==> images/final_clocks.png <==
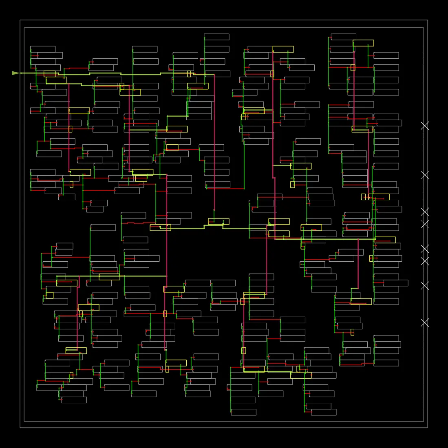
==> images/gate_families.png <==
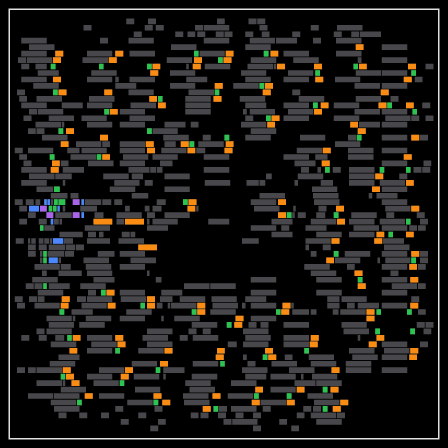
`config.mk`:
```
export PLATFORM = sky130hd
export DESIGN_NAME = fd_inst_queue
export DESIGN_NICKNAME = d
export VERILOG_FILES = /design/src/rtl/fd_pkg.sv /design/src/rtl/fd_queue_ctrl.sv /design/src/rtl/fd_inst_queue.sv
export SDC_FILE = /design/constraint.sdc
export NUM_CORES = 1
export LEC_CHECK = 0
export CAP_MARGIN = 20
export CORE_MARGIN = 1.5
export CORE_UTILIZATION = 32
export CTS_CLUSTER_DIAMETER = 100
export DETAILED_ROUTE_END_ITERATION = 8
export GPL_TIMING_DRIVEN = 0
export PLACE_DENSITY_LB_ADDON = 0.08
export SLEW_MARGIN = 0
export SYNTH_ARGS = -nofsm -noshare
export SYNTH_HDL_FRONTEND = slang
export SYNTH_HIERARCHICAL = 1
export SYNTH_SLANG_ARGS = --single-unit
```
`constraint.sdc`:
```
create_clock -name clk -period 7.43 [get_ports clk]
set_input_delay 1.486 -clock clk [delete_from_list [all_inputs] [get_ports clk]]
set_output_delay 1.486 -clock clk [all_outputs]
set_load 0.01 [all_outputs]
```
`src/rtl/fd_pkg.sv`:
```
// Shared types and constants for the fetch-to-decode instruction queue.
// The optional zero-latency fall-through is enabled by defining FD_QUEUE_BYPASS_EN.
package fd_pkg;

    localparam int FD_XLEN = 32;

    // addi x0, x0, 0 -- the canonical RISC-V NOP
    localparam logic [FD_XLEN-1:0] FD_NOP_INST = 32'h00000013;

    typedef struct packed {
        logic [FD_XLEN-1:0] inst;
        logic [FD_XLEN-1:0] pc;
    } fd_entry_t;

endpackage

```
`src/rtl/fd_queue_ctrl.sv`:
```
// Pointer/occupancy control for fd_inst_queue: handshakes, push/pop enables, indices.
// With FD_QUEUE_BYPASS_EN, a push into an empty queue consumed in the same cycle is not written.
module fd_queue_ctrl #(
    parameter int DEPTH = 4,
    localparam int PW = $clog2(DEPTH),
    localparam int CW = PW + 1
) (
    input  logic          clk,
    input  logic          nrst,
    input  logic          flush,
    input  logic          in_valid,
    input  logic          out_ready,
    output logic          in_ready,
    output logic          out_valid,
    output logic          push_en,
    output logic          pop_en,
    output logic [PW-1:0] wr_idx,
    output logic [PW-1:0] rd_idx,
    output logic [CW-1:0] count
);

    localparam logic [CW-1:0] FULL    = CW'(DEPTH);
    localparam logic [CW-1:0] CNT_ONE = CW'(1);
    localparam logic [PW-1:0] PTR_ONE = PW'(1);

    logic [PW-1:0] wptr;
    logic [PW-1:0] rptr;
    logic [CW-1:0] cnt;

    // in_ready looks only at registered occupancy, so a full queue never accepts
    // a push even when the head is being popped in the same cycle.
    assign in_ready  = (cnt != FULL);
    assign out_valid = (cnt != '0);

`ifdef FD_QUEUE_BYPASS_EN
    logic bypass_take;
    assign bypass_take = (cnt == '0) & in_valid & out_ready & ~flush;
    assign push_en     = in_valid & in_ready & ~flush & ~bypass_take;
`else
    assign push_en     = in_valid & in_ready & ~flush;
`endif
    assign pop_en      = out_valid & out_ready & ~flush;

    assign wr_idx = wptr;
    assign rd_idx = rptr;
    assign count  = cnt;

    always_ff @(posedge clk) begin
        if (!nrst || flush) begin
            wptr <= '0;
            rptr <= '0;
            cnt  <= '0;
        end else begin
            if (push_en) wptr <= wptr + PTR_ONE;
            if (pop_en)  rptr <= rptr + PTR_ONE;
            case ({push_en, pop_en})
                2'b10:   cnt <= cnt + CNT_ONE;
                2'b01:   cnt <= cnt - CNT_ONE;
                default: cnt <= cnt;
            endcase
        end
    end

endmodule

```
`src/rtl/fd_inst_queue.sv`:
```
// Elastic fetch-to-decode buffer holding up to DEPTH {inst, pc} entries in FIFO order.
// Define FD_QUEUE_BYPASS_EN for a combinational fall-through when the queue is empty.
module fd_inst_queue
    import fd_pkg::*;
#(
    parameter int              XLEN     = FD_XLEN,
    parameter int              DEPTH    = 4,
    parameter logic [XLEN-1:0] NOP_INST = FD_NOP_INST
) (
    input  logic                   clk,
    input  logic                   nrst,
    input  logic                   flush,
    input  logic                   in_valid,
    output logic                   in_ready,
    input  logic [XLEN-1:0]        in_inst,
    input  logic [XLEN-1:0]        in_pc,
    output logic                   out_valid,
    input  logic                   out_ready,
    output logic [XLEN-1:0]        out_inst,
    output logic [XLEN-1:0]        out_pc,
    output logic [$clog2(DEPTH):0] count
);

    localparam int PW = $clog2(DEPTH);

    logic          push_en;
    logic          pop_en;
    logic          q_valid;
    logic [PW-1:0] wr_idx;
    logic [PW-1:0] rd_idx;

    fd_entry_t mem [DEPTH];
    fd_entry_t head;

    fd_queue_ctrl #(.DEPTH(DEPTH)) u_ctrl (
        .clk       (clk),
        .nrst      (nrst),
        .flush     (flush),
        .in_valid  (in_valid),
        .out_ready (out_ready),
        .in_ready  (in_ready),
        .out_valid (q_valid),
        .push_en   (push_en),
        .pop_en    (pop_en),
        .wr_idx    (wr_idx),
        .rd_idx    (rd_idx),
        .count     (count)
    );

    // Storage is not reset; occupancy alone decides which entries are meaningful.
    always_ff @(posedge clk) begin
        if (push_en) begin
            mem[wr_idx] <= '{inst: in_inst, pc: in_pc};
        end
    end

    assign head = mem[rd_idx];

    always_comb begin
        out_valid = q_valid;
        out_inst  = NOP_INST;
        out_pc    = '0;
        if (q_valid) begin
            out_inst = head.inst;
            out_pc   = head.pc;
        end
`ifdef FD_QUEUE_BYPASS_EN
        else if (in_valid && !flush) begin
            out_valid = 1'b1;
            out_inst  = in_inst;
            out_pc    = in_pc;
        end
`endif
    end

endmodule

```
==> impl_metrics.tcl <==
# flow metrics
set metrics [dict create \
    status "finished with violations" \
    failed_checks "design-rule violations" \
    regArea_sq_mm 0.00783 \
    routabilityCongestion 0.745 \
    dr.pass1.iters 8 \
    worst-path-buf-inv 2 \
    slew_headroom 0.543 \
    cts_resized 0 \
    tns_ps 0 \
    grt_use_met2 0.236 \
    cp_max_fo 10 \
    track_usage 0.138 \
    switching_share 0.197 \
    clock_path_buffers 3 \
    maxSlewViolCount 0 \
    clk_pin_slew_worst_paths_ps 60 \
    grt_pass1_vias 5778 \
    cts_setup_buffers 0 \
    clock.fmax_mhz 219 \
    hp-class "reg -> reg" \
    ctsRootBufferMaster "clkbuf_16" \
    synth_area_sq_mm 0.0100 \
    pwr-share-comb 0.046 \
    grt_max_degree 40 \
    syn_to_final_growth_pct 29.6 \
    io_pins 138 \
    clkLatencyLatePin_ps 540 \
    synthCells 522 \
    numPortBuffers 137 \
    p_switching_mw 0.606 \
    drc 16 \
    irDropWorstVdd_v 0.000149 \
    critPathCaptureType "output port" \
    busiest_layer "met2" \
    fillerInstances 2786 \
    ant_nets 0 \
    internal_power_mw 2.47 \
    numSynthFlops 263 \
    grt_antenna_before_repair 1 \
    fin_skew_ps 23.0 \
    core_area_sq_mm 0.0307 \
    synth_cell_types 28 \
    dieArea_sq_mm 0.0325 \
    nNetsFinal 774 \
    critical_path.cell_chain "or3_1 > nand2_1 > clkbuf_1 > o22ai_1 > clkdlybuf4s50_1" \
    holdWs_ps 542 \
    crit_slowest_cell "clkbuf_1" \
    critPathTopFamily "buffers and inverters" \
    final_cells 1122 \
    drive_gt1_frac 0.117 \
    via_count 5363 \
    drt_wl_total_microns 22600 \
    finalCriticalPeriod_ps 4560 \
    maxCapViolations 0 \
    grt_pass1_wl_microns 34000 \
    yosysSeqAreaShare 0.779 \
    crit_required_ps 5940 \
    path_depth 5 \
    ctsHtreeMaxLevel 1 \
    hpwl_microns 14000 \
    min_period_over_period 0.614 \
]
-- final_clocks.png (at the start) --
Flops: 263
Num Clock Sinks: 263
CTS Buf Count: 28

-- gate_families.png (at the start) --
Key: orange = multiplexers [cells 125, most used mux2i_1, where widely spread]; blue = NOR gates [cells 9, most used nor2_1, where left middle]; purple = XOR/XNOR gates [cells 4, most used xor2_1, where left middle]; green = inverting AOI/OAI gates [cells 70, most used o22ai_1, where widely spread]

[power by group through the flow]
| stage | registers [mW] | clock network (mW) | logic, mW |
|---|---|---|---|
| final | 1.66 | 1.28 | 0.140 |
| after global routing | 1.66 | 1.36 | 0.153 |
| after CTS | 1.66 | 1.31 | 0.143 |
| after detailed placement | 1.69 | 0 | 0.142 |
| after global placement | 1.70 | 0 | 0.130 |
| after floorplan | 1.69 | 0 | 0.0435 |
[flip-flops by register name (all words and copies together), names as in the netlist]
signal	count
mem	256
u_ctrl/count	3
u_ctrl/rd_idx	2
u_ctrl/wr_idx	2
[cells by family (layout without fill, tap and decap cells)]
logic type,Yosys count,after routing,synth area share
and+or+nand+nor,24,24,0.0134
muxes,125,125,0.128
buffers and inverters,34,237,0.0295
adders and majority gates,2,2,0.00324
DFF,263,263,0.779
other,0,1,0
xor gates and xnor gates,4,4,0.00349
AOI/OAI and AO/OA,70,70,0.0431
[layout make-up]
| class | instances | share of cell area |
|---|---|---|
| repair buffers | 151 | 0.123 |
| well taps | 396 | 0.0380 |
| flip-flops and latches | 263 | 0.601 |
| clock inverters | 11 | 0.00432 |
| plain buffers | 28 | 0.0210 |
| inverters | 6 | 0.00173 |
| multi-input cells | 225 | 0.149 |
| diodes | 1 | 0.000192 |
| clock buffers | 41 | 0.0615 |
[path summary, 6_finish.rpt]
kind	startpoint	end	slack [ps]
worst max-delay path	u_ctrl/count[0]$_SDFFE_PP0P_	out_pc[15]	2870
worst min-delay path	u_ctrl/rd_idx[1]$_SDFFE_PP0P_	u_ctrl/rd_idx[1]$_SDFFE_PP0P_	540
worst max register to register	u_ctrl/count[0]$_SDFFE_PP0P_	mem[0][23]$_DFFE_PP_	4950
worst min register to register	u_ctrl/rd_idx[1]$_SDFFE_PP0P_	u_ctrl/rd_idx[1]$_SDFFE_PP0P_	540
[through the flow]
stage	area (sq um)	total power, mW	util	setup WS (ps)
3_3_place_gp	11900	1.83	0.387	-5250
3_5_place_dp	12200	1.83	0.396	3300
6_report	13000	3.08	0.424	2870
4_1_cts	13000	3.11	0.423	2730
2_1_floorplan	10000	1.74	-	230
5_1_grt	13000	3.18	0.423	2670
[synthesized netlist by cell type, drive strengths merged]
cell type    n  area share
o311ai       1     0.00087
o31ai        1     0.00075
inv          6      0.0022
a21oi        4      0.0020
and3b        1     0.00087
nand2b       5      0.0031
edfxtp     256        0.77
buf         18       0.022
mux2i      122        0.12
o22ai       61       0.038
xor2         4      0.0035
mux4         3      0.0067
nor2         7      0.0026
or3          5      0.0031
fa           1      0.0020
nand2        3      0.0011
nor3b        2      0.0020
ha           1      0.0012
o21ai        3      0.0015
dfxtp        7       0.014
and3         1     0.00062
clkbuf      10      0.0052
[worst register-to-register path: stages, from the launching register on]
cell and delay [ps]:
dfxtp_1 450, nor3b_2 120, or3_1 340, inv_1 120, nor3b_2 580, buf_6 230, buf_6 170, buf_6 170
[per-layer routing]
layer	wire length (microns)	up-vias
li1	-	2468
met1	9760	2699
met2	11000	161
met3	1300	33
met4	484	2
met5	13	-
Power figures rest on the tool's default switching activity, not on a simulated workload.
